===== config.mk =====
export PLATFORM = sky130hd
export DESIGN_NAME = logic_op_arbiter
export DESIGN_NICKNAME = d
export VERILOG_FILES = /design/src/rtl/logic_op_arbiter.sv
export SDC_FILE = /design/constraint.sdc
export NUM_CORES = 1
export LEC_CHECK = 0
export CAP_MARGIN = 30
export CORE_MARGIN = 2
export CORE_UTILIZATION = 48
export DETAILED_ROUTE_END_ITERATION = 6
export HOLD_SLACK_MARGIN = 0.1
export PLACE_DENSITY_LB_ADDON = 0.12
export SLEW_MARGIN = 30
export SYNTH_ARGS = -nofsm -noshare
export SYNTH_HDL_FRONTEND = slang
export SYNTH_SLANG_ARGS = --single-unit

===== constraint.sdc =====
create_clock -name clk -period 2.5 [get_ports clk]
set_input_delay 0.25 -clock clk [delete_from_list [all_inputs] [get_ports clk]]
set_output_delay 0.25 -clock clk [all_outputs]
set_load 0.01 [all_outputs]

===== src/rtl/logic_op_arbiter.sv =====
// Two-requester round-robin arbiter in front of a shared registered bitwise logic unit.
// Optional build macro LOGIC_ARB_ERR_EN adds the err port and makes opcode 7 an error.
module logic_op_arbiter #(
    parameter int WIDTH = 8
) (
    input  logic             clk,
    input  logic             rst_n,
    input  logic             req0,
    input  logic [2:0]       op0,
    input  logic [WIDTH-1:0] a0,
    input  logic [WIDTH-1:0] b0,
    input  logic             req1,
    input  logic [2:0]       op1,
    input  logic [WIDTH-1:0] a1,
    input  logic [WIDTH-1:0] b1,
    output logic             gnt0,
    output logic             gnt1,
    output logic             done0,
    output logic             done1,
    output logic [WIDTH-1:0] y,
    output logic             busy
`ifdef LOGIC_ARB_ERR_EN
    ,
    output logic             err
`endif
);

    localparam logic [1:0] ST_IDLE = 2'd0;
    localparam logic [1:0] ST_EXEC = 2'd1;
    localparam logic [1:0] ST_DONE = 2'd2;

    logic [1:0]       state_q, state_d;
    logic [2:0]       op_q, op_d;
    logic [WIDTH-1:0] a_q, a_d;
    logic [WIDTH-1:0] b_q, b_d;
    logic [WIDTH-1:0] y_q, y_d;
    logic [1:0]       gnt_q, gnt_d;
    logic [1:0]       done_q, done_d;
    logic             served_q, served_d;
    logic             ptr_q, ptr_d;
    logic             win1;
`ifdef LOGIC_ARB_ERR_EN
    logic             err_q, err_d;
`endif

    function automatic logic [WIDTH-1:0] logic_unit(
        input logic [2:0]       op,
        input logic [WIDTH-1:0] a,
        input logic [WIDTH-1:0] b
    );
        logic [WIDTH-1:0] r;
        case (op)
            3'd0:    r = a & b;
            3'd1:    r = a | b;
            3'd2:    r = ~a;
            3'd3:    r = ~(a & b);
            3'd4:    r = ~(a | b);
            3'd5:    r = a ^ b;
            3'd6:    r = ~(a ^ b);
`ifdef LOGIC_ARB_ERR_EN
            default: r = '0;
`else
            default: r = a;
`endif
        endcase
        return r;
    endfunction

    // Requester 1 wins alone, or under contention when requester 0 was served last.
    assign win1 = req1 & (~req0 | ~ptr_q);

    always_comb begin
        state_d  = state_q;
        op_d     = op_q;
        a_d      = a_q;
        b_d      = b_q;
        y_d      = y_q;
        gnt_d    = 2'b00;
        done_d   = 2'b00;
        served_d = served_q;
        ptr_d    = ptr_q;
`ifdef LOGIC_ARB_ERR_EN
        err_d    = 1'b0;
`endif
        case (state_q)
            ST_IDLE: begin
                if (req0 | req1) begin
                    state_d  = ST_EXEC;
                    served_d = win1;
                    op_d     = win1 ? op1 : op0;
                    a_d      = win1 ? a1 : a0;
                    b_d      = win1 ? b1 : b0;
                    gnt_d    = win1 ? 2'b10 : 2'b01;
                end
            end
            ST_EXEC: begin
                state_d = ST_DONE;
                y_d     = logic_unit(op_q, a_q, b_q);
                done_d  = served_q ? 2'b10 : 2'b01;
`ifdef LOGIC_ARB_ERR_EN
                err_d   = (op_q == 3'd7);
`endif
            end
            ST_DONE: begin
                state_d = ST_IDLE;
                ptr_d   = served_q;
            end
            default: state_d = ST_IDLE;
        endcase
    end

    // Pointer resets to 1 so requester 0 wins the first contention.
    always_ff @(posedge clk or negedge rst_n) begin
        if (!rst_n) begin
            state_q  <= ST_IDLE;
            op_q     <= 3'd0;
            a_q      <= '0;
            b_q      <= '0;
            y_q      <= '0;
            gnt_q    <= 2'b00;
            done_q   <= 2'b00;
            served_q <= 1'b0;
            ptr_q    <= 1'b1;
`ifdef LOGIC_ARB_ERR_EN
            err_q    <= 1'b0;
`endif
        end else begin
            state_q  <= state_d;
            op_q     <= op_d;
            a_q      <= a_d;
            b_q      <= b_d;
            y_q      <= y_d;
            gnt_q    <= gnt_d;
            done_q   <= done_d;
            served_q <= served_d;
            ptr_q    <= ptr_d;
`ifdef LOGIC_ARB_ERR_EN
            err_q    <= err_d;
`endif
        end
    end

    assign gnt0  = gnt_q[0];
    assign gnt1  = gnt_q[1];
    assign done0 = done_q[0];
    assign done1 = done_q[1];
    assign y     = y_q;
    assign busy  = (state_q != ST_IDLE);
`ifdef LOGIC_ARB_ERR_EN
    assign err   = err_q;
`endif

endmodule


==> summary.txt, run 1 <==
run metrics: skew final just over 0.006 ns, DRC 0, global-route usage over all layers between 10% and 20%, Basic Gates by Area 12.1%, Crit Path Max Fanout 8, Crit. End Element primary output, DIE HEIGHT 72.3 um, worst endpoint required time between 2 and 2.5 ns, CP Cell Sequence nor2_1, inv_1, clkdlybuf4s50_1, # diodes 0, CTS Hold Buffers Added 0, YS chip area 2240 um2, WP data arrival 1.77 ns, Placed Cells incl. Taps 325, Leak 1.33 nW, nonclk inv count 24, # IOs ~55, Reg area 877 um2, count leader, synth dfrtp_1, Rows 24, wire per inst 13.7 um, Slew Viols, Final 0, FA/HA/MAJ Cells, Area Fraction approximately 9.0%, initial antenna violation count 0, ys async rst share 100%, Core Box Area 4410 um2, Top-area cell share 38.1%, pwr/cell area 1230 nW/um2, Startpoint Class flop, clock buf count 8, hpwl dp 3330 um, min setup slack post-route around 0.48 ns, remaining antenna violation count after routing 0, Fmax 496 MHz, GR Overflow Total 0, Hold Path Class primary input to async pin, flop share of the area 30.3%, tool warnings 34, Peak VDD IR around 0.0006 V, syn avg cell area 9.76 um2, Top logic family AND-OR/OR-AND gates, Critical Path Max Stage Delay 0.50 ns, R2R depth 3, fillers 382, Slew @ Worst Pin 0.780 ns, Pre-antenna DRT Iters 4, largest net degree at the start of global routing 36, commonest cells in the netlist 34 x dfrtp_1, 24 x inv_1, 18 x mux2i_1, 16 x ha_1, 15 x nand2_1, clk buf depth 2, CTS tree done, Initial Util 50.7%, global-route wire length before repair between 8000 and 9000 um, Synth cell types 38, ao+oa area frac between 20 and 25%, flip-flops 35, chip area 5220 um2, Top cells excl fill/tap 54 x clkdlybuf4s50_1, 34 x dfrtp_1, 24 x inv_1, 18 x mux2i_1, 16 x ha_1, Clock-cell share 3.46%, Post-Route WL 4570 um, Logic cell area 1170 um2, # Taps 52, mux share 10.6%, status complete, no violations, post-synthesis net count approximately 290, number of CTS-inserted buffers 5, Seq cells post-synth 35
[run 1: sequential cells by signal, indices dropped and copies added, names as in the netlist, 2 cells and up]
register  cells
a_q           8
done_q        2
b_q           8
state_q       2
y             8
gnt_q         2
op_q          3
[run 1: layer usage]
layer	vias to the layer above	wire length, um	share of wire (%)	global-route usage (%)
li1	920	-	-	-
met1	804	2180	48	27.3
met2	44	2140	47	31.4
met3	7	200	4.4	3.89
met4	0	57	1.2	5.87
met5	-	0	0	0
[run 1: worst max-delay path: cells and delay by family (launching register included)]
family / cells / cell delay, ns
buf+inv: 2 / 0.60
flops: 1 / 0.39
simple gates: 1 / 0.49
[run 1: worst paths after layout]
kind | slack [ns] | end | startpoint
min reg2reg | 0.49 | y[7] | y[7]
min | 0.36 | y[1] | rst_n
max in group asynchronous | 1.78 | ptr_q | rst_n
max | 0.48 | busy | state_q[1]
min in group clk | 0.49 | y[7] | y[7]
max reg2reg | 0.66 | y[2] | op_q[1]
[run 1: cell families (layout without fill, tap and decap cells)]
family          after synthesis  in the layout
compound gates               63             63
simple gates                 52             52
buf+inv                      41             93
flops                        35             35
mux                          22             22
fa+ha+maj                    16             16
[run 1: stage by stage]
step / total power [mW] / hold slack, ns / area, um2
after global routing: 3.90 / 0.424 / 2890
after global placement: 3.07 / 0.469 / 2790
final: 3.55 / 0.365 / 2890
after detailed placement: 3.12 / 0.478 / 2790
after floorplan: 2.57 / -0.0456 / 2240
after CTS: 3.58 / 0.388 / 2890
[run 1: power breakdown]
part / internal (mW) / total, mW / leakage, nW / switching [mW]
combinational: 1.02 / 1.90 / 0.855 / 0.881
clock: 0.252 / 0.457 / 0.0515 / 0.205
sequential: 0.850 / 1.20 / 0.424 / 0.349
total: 2.12 / 3.55 / 1.33 / 1.44
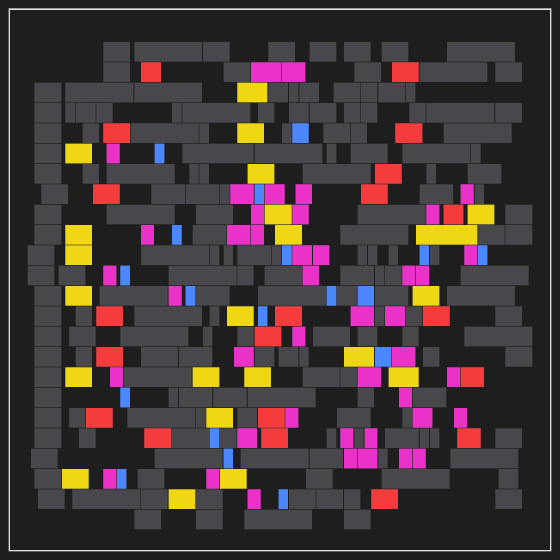
**Above:** run 1 (selected gate families).
family	colour	cells	most used
multiplexers	yellow	22	mux2i_1
inverting AOI/OAI gates	magenta	43	o21ai_0
NAND gates	blue	18	nand2_1
AND-OR and OR-AND gates	red	20	a221o_1
post-route insts no fill: 333
Commonest Layout Cell: clkdlybuf4s50_1
Comb/total area: 40.4%

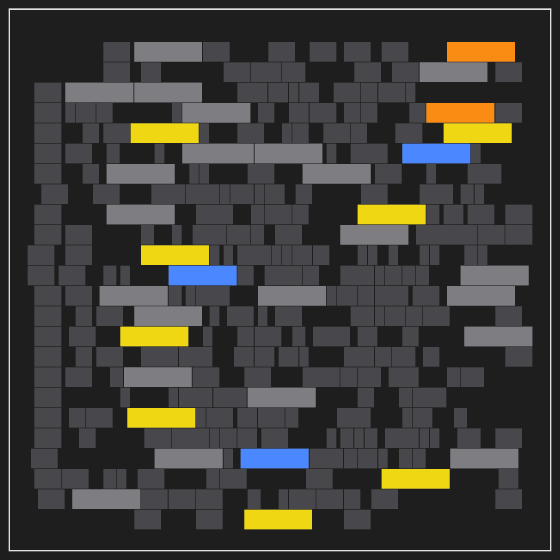
**Above:** run 1 (register map, names as in the netlist).
signal	colour	placed flops
`op_q`	blue	3
`done_q`	orange	2
`b_q`	yellow	8
not coloured	22

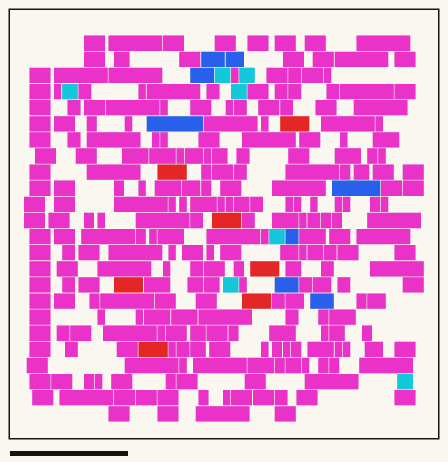
**Above:** run 1 (sizing map).
The bar under the picture is 20 um long.
size	colour	cells	share
drive 3 to 4	cyan	7	2.5%
drive 2	blue	8	2.8%
drive 6 and up	red	7	2.5%
drive 1 or less	magenta	259	92%
Buffers excl. clock: 61
final instance area: 2890 um2
Syn-to-layout area delta: 29.4%

--- run 2 (diff from run 1) ---
==> constraint.sdc (replaced) <==
create_clock -name clk -period 1.93 [get_ports clk]
set_input_delay 0.193 -clock clk [delete_from_list [all_inputs] [get_ports clk]]
set_output_delay 0.193 -clock clk [all_outputs]
set_load 0.01 [all_outputs]
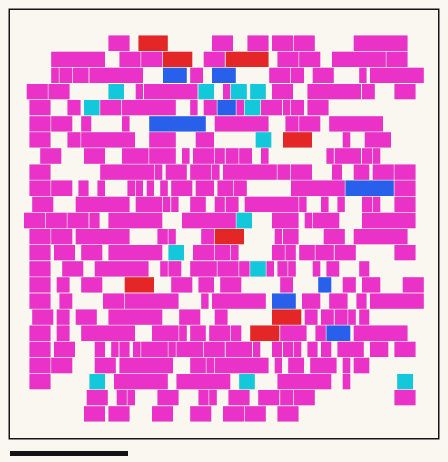
**Above:** run 2 (sizing map).
The bar under the picture is 20 um long.
size	colour	cells	share
drive 2	blue	8	2.8%
drive 3 to 4	cyan	13	4.5%
drive 6 and up	red	8	2.8%
drive 1 or less	magenta	259	90%
final instance area: 2960 um2
Buffers excl. clock: 68

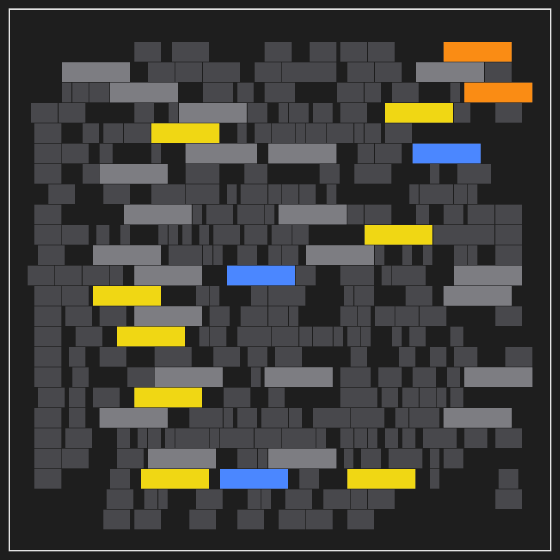
**Above:** run 2 (register map, names as in the netlist).
signal	colour	placed flops
`done_q`	orange	2
`op_q`	blue	3
`b_q`	yellow	8
not coloured	22
Finished Core Util: 67.0%
flop share of the area: 29.7%
Seq group: 1.51 mW

==> run 2 against run 1 <==
- via count up 2.8%
- clock-buffer cell count did not move
- register-to-register slack lost 0.35 ns
- first-iteration DRC count shrank 14%
- power rose by 33%
- core utilization grew 1.5 points
==> summary.txt, run 2 <==
run metrics: Post-Route WL 4730 um (+3.5%), end of the critical path busy, Syn-to-layout area delta 32.3%, Fmax 577 MHz, pwr/cell area 1600 nW/um2 (+30%), skew final 0.00364 ns (-0.00252 ns), internal power 2.84 mW (+34%), DIE HEIGHT 72.3 um (unchanged), CTS tree done, number of CTS-inserted buffers 5 (unchanged), CP Cell Sequence nor2_1, buf_4, inv_1, clkdlybuf4s50_1, GR Overflow Total 0 (unchanged), Reg area 877 um2 (unchanged), FF-to-FF setup slack 0.31 ns (-0.35 ns), # IOs 55 (unchanged), Pwr Total 4.73 mW (+33%), Comb pwr share 55.8% (+2.4 points), min setup slack post-route 0.197 ns (-0.286 ns), Leak 1.37 nW (+2.9%), Seq cells post-synth 35 (unchanged), reg2reg start a_q[3], DP Area 2860 um2 (+2.3%), buffers and inverters on the worst path 3 (+1), Top cells excl fill/tap 54 x clkdlybuf4s50_1, 34 x dfrtp_1, 24 x inv_1, 18 x mux2i_1, 16 x ha_1, CTS Hold Buffers Added 0 (unchanged), global-route wire length before repair 7900 um (-2.0%), syn avg cell area 9.76 um2 (unchanged), worst hold slack 0.319 ns (-0.0455 ns), chip area 5220 um2 (unchanged), # diodes 0 (unchanged), delay-heaviest family, CP buffers and inverters, Net Sw Frac 39.9% (-0.54 points), clk buf depth 2 (unchanged), Startpoint Class flop, commonest cells in the netlist 34 x dfrtp_1, 24 x inv_1, 18 x mux2i_1, 16 x ha_1, 15 x nand2_1, initial antenna violation count 0 (unchanged), ys async rst share 100% (unchanged), Commonest Layout Cell clkdlybuf4s50_1, Slew Viols, Final 0 (unchanged), count leader, synth dfrtp_1, Synth cell types 38 (unchanged), worst r2r dst y[3], remaining antenna violation count after routing 0 (unchanged), tool warnings 34 (unchanged), Core Box Area 4410 um2 (unchanged), Crit path depth 4 (+1), P_clk 0.582 mW (+27%), post-synthesis net count 287 (unchanged), Top-area cell share 38.1% (unchanged), DRC 0 (unchanged), Pre-antenna DRT Iters 4 (unchanged), Reg power frac 31.9% (-1.9 points), status complete, no violations
## run 2: netlist changes by cell type in the layout (fill, tap and decap cells not counted)
cell	before	now
buf_4	7	13
buf_12	0	1
## run 2: logic make-up (layout without fill, tap and decap cells)
| kind of cell | count (synthesis) | after routing | synth area share [%] |
|---|---|---|---|
| and+or+nand+nor | 52 | 52 | 12.1 |
| buffers and inverters | 41 | 100 | 8.90 |
| adders and majority gates | 16 | 16 | 8.95 |
| AOI/OAI and AO/OA | 63 | 63 | 20.2 |
| muxes | 22 | 22 | 10.6 |
| DFF | 35 | 35 | 39.2 |
## run 2: routing by layer
layer,wire [um],share of wire (%),GRT usage [%]
met1,2180,46,25.4
met5,0,0,0
met4,91,1.9,8.18
met3,213,4.5,4.72
met2,2250,47,32.8
## run 2: cell type report
cell class                      instances  share of cell area (%)
Multi-Input combinational cell        153                    39.5
Sequential cell                        35                    29.7
Timing Repair Buffer                   68                    22.3
Clock buffer                            8                    3.38
Inverter                               24                    3.05
Tap cell                               52                    2.20
## run 2: worst register-to-register path, delay by kind of cell, from the launching register on
kind	cells	cell delay, ns
compound gates	2	0.68
fa+ha+maj	1	0.30
buf+inv	1	0.06
flops	1	0.41
simple gates	1	0.06
## run 2: metrics by stage
| stage | instances | utilization, % |
|---|---|---|
| 6_report | 340 | 67.0 |
| 5_1_grt | 340 | 67.0 |
| 4_1_cts | 340 | 67.0 |
| 3_5_place_dp | 332 | 64.7 |
| 3_3_place_gp | 332 | 64.7 |
| 2_1_floorplan | 229 | - |
--- run 3 (diff from run 2) ---
--- a/config.mk
+++ b/config.mk
@@ -9,6 +9,7 @@
 export CORE_MARGIN = 2
 export CORE_UTILIZATION = 48
 export DETAILED_ROUTE_END_ITERATION = 6
+export GPL_TIMING_DRIVEN = 1
 export HOLD_SLACK_MARGIN = 0.1
 export PLACE_DENSITY_LB_ADDON = 0.12
 export SLEW_MARGIN = 30
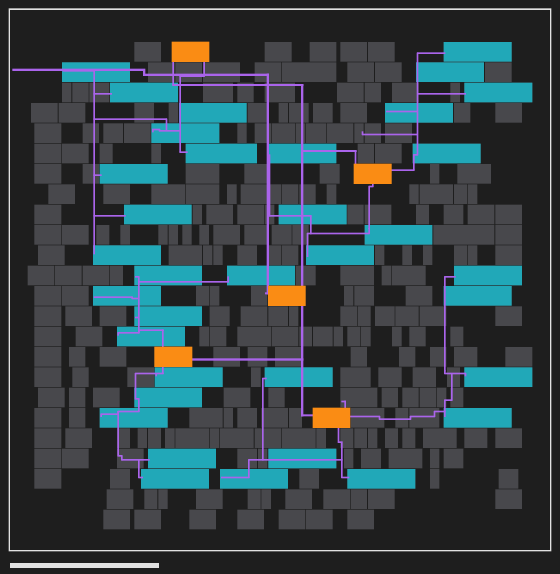
**Above:** run 3 (routed clock nets over the placement).
The bar under the picture is 20 um long.
[flip-flops] cyan | count: 35
[clock wires] purple | length: 463 um
[cells driving clock nets] orange | count: 5
routed clock nets	6

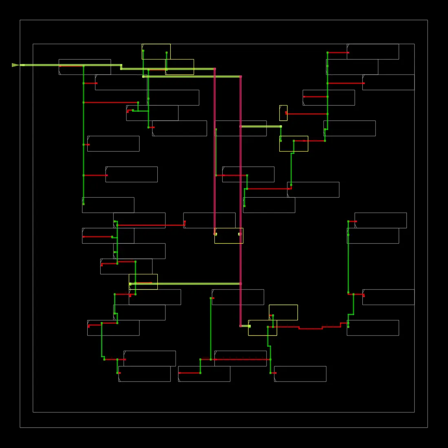
**Above:** run 3 (clock wiring as the flow saved it).
Sink Count: 35
clock buf count: 8

==> run 3 against run 2 <==
- clock power barely moved
- critical path depth did not move
- maximum frequency unchanged
- clock-buffer cell count unchanged
- first-iteration DRC count unchanged
- global-route usage unchanged
- power unchanged
- critical path type unchanged
- critical endpoint unchanged
- largest cell class unchanged
==> summary.txt, run 3 <==
run metrics: status complete, no violations, Slew Viols, Final 0 (unchanged), metal2 WL 2250 um (unchanged), global-route wire length before repair 7900 um (unchanged), Syn-to-layout area delta 32.3% (unchanged), skew final 0.00364 ns (unchanged), # diodes 0 (unchanged), internal power 2.84 mW (unchanged), post-synthesis xor/xnor area fraction 0% (unchanged), Leak 1.37 nW (unchanged), DRC 0 (unchanged), Startpoint Class flop, Top logic family AND-OR/OR-AND gates, final instance area 2960 um2 (unchanged), Commonest Layout Cell clkdlybuf4s50_1, clk slew on worst S/H paths 0.07 ns, GR Overflow Total 0 (unchanged), count leader, synth dfrtp_1, DP Area 2860 um2 (unchanged), met3 WL 213 um (unchanged), mux share 10.6% (unchanged), Top cells excl fill/tap 54 x clkdlybuf4s50_1, 34 x dfrtp_1, 24 x inv_1, 18 x mux2i_1, 16 x ha_1, remaining antenna violation count after routing 0 (unchanged), Setup CP Type flop to primary output, number of CTS-inserted buffers 5 (unchanged), ys async rst share 100% (unchanged), CTS Hold Buffers Added 0 (unchanged), Comb pwr share 55.8% (about the same), Seq cells post-synth 35 (unchanged), worst hold slack 0.319 ns (unchanged), Cells after Synth 229, uppermost layer routed met4, switching pwr 1.88 mW, pwr/cell area 1600 nW/um2 (unchanged), Fmax 577 MHz (unchanged), Pwr Total 4.73 mW (unchanged), post-synthesis net count 287 (unchanged), Placed Cells incl. Taps 332 (unchanged), syn avg cell area 9.76 um2 (unchanged), post-layout minimum cycle time roughly 1.7 ns, Synth cell types 38 (unchanged), WP data arrival 1.54 ns, Finished Core Util 67.0% (unchanged), FA/HA/MAJ Cells, Area Fraction 8.95% (unchanged), Clock power frac 12.3%, DIE HEIGHT 72.3 um (unchanged), Peak VDD IR 0.000606 V, dominant cell type by area after synthesis dfrtp_1, Pre-antenna DRT Iters 4 (unchanged), clk buf depth 2 (unchanged), CTS tree done, largest net degree at the start of global routing 36, tool warnings 34 (unchanged), Core Box Area 4410 um2 (unchanged), Reg power frac 31.9% (about the same), # IOs 55 (unchanged), initial antenna violation count 0 (unchanged), Top-area cell share 38.1% (unchanged), post-route insts no fill 340 (unchanged), Reg area 877 um2 (unchanged), chip area 5220 um2 (unchanged), commonest cells in the netlist 34 x dfrtp_1, 24 x inv_1, 18 x mux2i_1, 16 x ha_1, 15 x nand2_1, final hold violations 0, Post-Route WL 4730 um (unchanged), min setup slack post-route 0.197 ns (unchanged), ao+oa area frac 20.2% (unchanged), Net Sw Frac 39.9% (unchanged), Basic Gates by Area 12.1% (unchanged), met1 WL 2180 um (unchanged), main flop type dfrtp_1, vias in the first global route 1704, Post-Synthesis Cell Area 2240 um2
## run 3: cell counts after synthesis
Identical to the previous run, type by type.
## run 3: critical path, cell delays in order (launching register included)
cell and delay (ns):
dfrtp_1 0.39, nor2_1 0.18, buf_4 0.17, inv_1 0.04
clkdlybuf4s50_1 0.47
## run 3: final timing paths
check                      slack (ns)        from  cells after the start    end
setup / recovery                 0.20  state_q[1]                      4   busy
min in group clk                 0.49        y[7]                      2   y[7]
setup reg to reg                 0.31      a_q[3]                      5   y[3]
hold / removal                   0.32       rst_n                      2   y[1]
hold reg to reg                  0.49        y[7]                      2   y[7]
max in group asynchronous        1.27       rst_n                      2  ptr_q
## run 3: area by class of cell
class | count | share of cell area [%]
tap | 52 | 2.20
multi-input combinational | 153 | 39.5
timing repair buffer | 68 | 22.3
sequential | 35 | 29.7
clock buffer | 8 | 3.38
inverter | 24 | 3.05
## run 3: cell families after synthesis
logic type               after synthesis
multiplexers                          22
AND/OR/NAND/NOR                       52
AND-OR/OR-AND                         63
adder cells (fa/ha/maj)               16
flip-flops                            35
buffers and inverters                 41
## run 3: power groups by stage
stage / Sequential (mW) / Clock (mW) / Combinational [mW]
after floorplan: 1.39 / 0 / 1.93
after global placement: 1.50 / 0 / 2.59
after detailed placement: 1.52 / 0 / 2.65
after CTS: 1.51 / 0.602 / 2.66
after global routing: 1.57 / 0.619 / 2.97
final: 1.51 / 0.582 / 2.64
## run 3: routing by layer
| metal | track usage, % | vias up |
|---|---|---|
| met4 | 8.18 | 0 |
| met1 | 25.4 | 831 |
| met3 | 4.72 | 9 |
| met5 | 0 | - |
| met2 | 32.8 | 43 |
| li1 | - | 941 |
Power figures rest on the tool's default switching activity, not on a simulated workload.
